**src/rtl/decode_inst_queue.sv**
```systemverilog
// decode_inst_queue
// First-word-fall-through queue for decoded instruction packets. It sits
// between the decode mux and dispatch. Decode cannot stop instantly, so a
// registered high-water stall warns it early while in-flight packets still
// fit. A flush discards all queued contents.
module decode_inst_queue #(
  parameter int depth       = 8,
  parameter int skid        = 3,
  parameter int packetWidth = 308,
  parameter int countWidth  = 4
) (
  input  logic                   clock_i,
  input  logic                   reset_i,
  input  logic                   enable_i,
  input  logic [packetWidth-1:0] packet_i,
  input  logic                   flush_i,
  input  logic                   ready_i,
  output logic                   valid_o,
  output logic [packetWidth-1:0] packet_o,
  output logic                   stall_o,
  output logic [countWidth-1:0]  count_o,
  output logic                   overflow_o
);

  localparam int ptrWidth = $clog2(depth);
  localparam logic [countWidth-1:0] full_count  = countWidth'(depth);
  localparam logic [countWidth-1:0] stall_count = countWidth'(depth - skid);

  logic [packetWidth-1:0] mem_reg [depth];
  logic [ptrWidth-1:0]    rd_ptr_reg, rd_ptr_next;
  logic [ptrWidth-1:0]    wr_ptr_reg, wr_ptr_next;
  logic [countWidth-1:0]  count_reg, count_next;
  logic                   stall_reg, stall_next;
  logic                   overflow_reg, overflow_next;
  logic                   pop, push, wr_en;

  // Handshake decode: a full queue still accepts a push when the head leaves
  // in the same cycle; a flush cancels both the push and the pop.
  always_comb begin
    pop   = (count_reg != '0) & ready_i;
    push  = enable_i & ((count_reg < full_count) | pop);
    wr_en = push & ~flush_i;
  end

  // Next-state for pointers, occupancy and flags; flush overrides everything.
  always_comb begin
    rd_ptr_next   = rd_ptr_reg;
    wr_ptr_next   = wr_ptr_reg;
    count_next    = count_reg;
    overflow_next = overflow_reg;
    if (flush_i) begin
      rd_ptr_next = '0;
      wr_ptr_next = '0;
      count_next  = '0;
    end else begin
      if (pop)
        rd_ptr_next = rd_ptr_reg + ptrWidth'(1);
      if (push)
        wr_ptr_next = wr_ptr_reg + ptrWidth'(1);
      case ({push, pop})
        2'b10:   count_next = count_reg + countWidth'(1);
        2'b01:   count_next = count_reg - countWidth'(1);
        default: count_next = count_reg;
      endcase
      // A packet offered to a full queue with no pop is lost; remember it.
      if (enable_i && !push)
        overflow_next = 1'b1;
    end
    stall_next = (count_next >= stall_count);
  end

  // Control state register.
  always_ff @(posedge clock_i or negedge reset_i) begin
    if (!reset_i) begin
      rd_ptr_reg   <= '0;
      wr_ptr_reg   <= '0;
      count_reg    <= '0;
      stall_reg    <= 1'b0;
      overflow_reg <= 1'b0;
    end else begin
      rd_ptr_reg   <= rd_ptr_next;
      wr_ptr_reg   <= wr_ptr_next;
      count_reg    <= count_next;
      stall_reg    <= stall_next;
      overflow_reg <= overflow_next;
    end
  end

  // Storage entries; each clears on reset and loads when it is the write slot.
  generate
    for (genvar gi = 0; gi < depth; gi++) begin : g_entry
      always_ff @(posedge clock_i or negedge reset_i) begin
        if (!reset_i)
          mem_reg[gi] <= '0;
        else if (wr_en && (wr_ptr_reg == ptrWidth'(gi)))
          mem_reg[gi] <= packet_i;
      end
    end
  endgenerate

  // Outputs: head entry falls through combinationally from storage.
  always_comb begin
    valid_o    = (count_reg != '0);
    packet_o   = mem_reg[rd_ptr_reg];
    stall_o    = stall_reg;
    count_o    = count_reg;
    overflow_o = overflow_reg;
  end

endmodule

```
**config.mk**
```make
export PLATFORM = sky130hd
export DESIGN_NAME = decode_inst_queue
export DESIGN_NICKNAME = d
export VERILOG_FILES = /design/src/rtl/decode_inst_queue.sv
export SDC_FILE = /design/constraint.sdc
export NUM_CORES = 2
export LEC_CHECK = 0
export CAP_MARGIN = 20
export CORE_AREA = 2 2 504 506
export CTS_CLUSTER_DIAMETER = 80
export DETAILED_ROUTE_END_ITERATION = 6
export DIE_AREA = 0 0 506 508
export HOLD_SLACK_MARGIN = 0.03
export SYNTH_ARGS = -nofsm -noshare
export SYNTH_HDL_FRONTEND = slang
export SYNTH_SLANG_ARGS = --single-unit
```
**constraint.sdc**
```tcl
create_clock -name clock_i -period 4.4 [get_ports clock_i]
set_input_delay 0.88 -clock clock_i [delete_from_list [all_inputs] [get_ports clock_i]]
set_output_delay 0.88 -clock clock_i [all_outputs]
set_load 0.05 [all_outputs]
```
**The clock network**

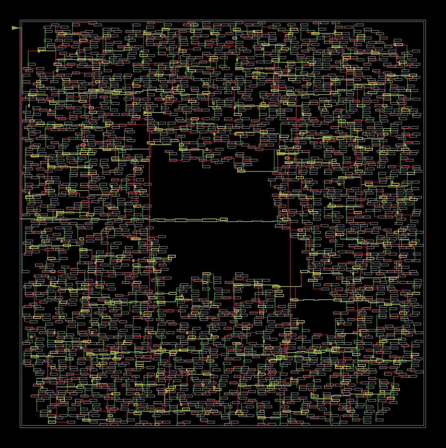
clock buf count: 430
seq_cells: 2,476

**Routed clock nets over the placement**

Drawn at 1 px/um.
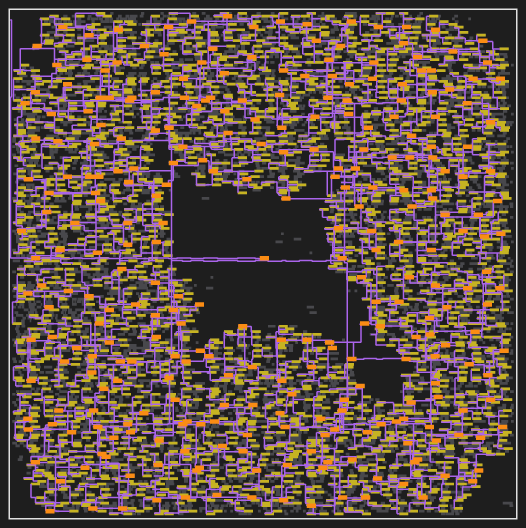
[cells driving clock nets] orange | count: 293
[flip-flops] yellow | count: 2,476
[clock wires] purple | length: 32.5 mm
flops lie	all over the die
routed clock nets	294

==> run summary <==
Fmax - 233.5 MHz
Worst path slowest cell - mux4_2
Boundary pin count - 628
Largest class - flip-flops and latches
#MultiIn Comb - 3,455
Worst vdd ir - 558.7 uV
Status - finished, final reports clean
Critical path launch point type - flip-flop
Latency at later pin - 0.91 ns
Fin Setup TNS - 0 ns
M1 GR Usage - 30.36%
Die Wd - 506 um
DIE HEIGHT - 508 um
RSZ-0062 raised after global routing - true
Gr usage total - 21.57%
NonClk Buf Share - 6.826%
Repair and plain buffers - 853
Synthesis-to-finish area growth - 17.74%
CP arrival - 3.40 ns
Adder share - 0.1134%
Row count - 185
Pwr/cell area - 709.4 nW/um2
Met3 Use GR - 5.463%
Comb group - 34,800 uW
Final-stage net count - 7,407
Dominant flop cell - dfrtp_1
Logic area - 45,630 um2
Util after Layout - 51.47%
Most numerous cell on the critical path - buf_12
Top Usage Layer GRT - met2
Clk pwr share - 25.1%
Comb area leader - multiplexers
Wl on met1 - 124,300 um
Post-Route Skew - 0.07224 ns
Wire length on met3 - 16,420 um
Post-synth net total - 6,707
Reg area - 61,970 um2
Switching Fraction - 33.24%
Crit Path Max Fanout - 20
R2R Path Start - count_o[1]
Crit path DRT - 3.52 ns
M2 GR Usage - 33.77%
Syn_area_per_cell - 17.28 um2
Worst slew pin tran - 0.8691 ns
Antenna diodes - 24
Vias in the first global route - 66,180
Fillers - 20,740
Antenna violations before repair - 82
Synth Area in Simple Gates - 0.1815%
Fp util - 43.72%
Flop and latch count out of synthesis - 2,476
Yosys stat chip area - 110,300 um2
Final Wtd Congestion - 0.7715
Via/cell ratio - 5.605
WP buf/inv - 5
Resize count post-CTS - 75
CTS Sinks - 2,476
HPWL Detailed - 169,000 um
Top cell excl fill/tap - mux2_2
Placed insts - 10,140
Power and IR drop assume default switching activity.
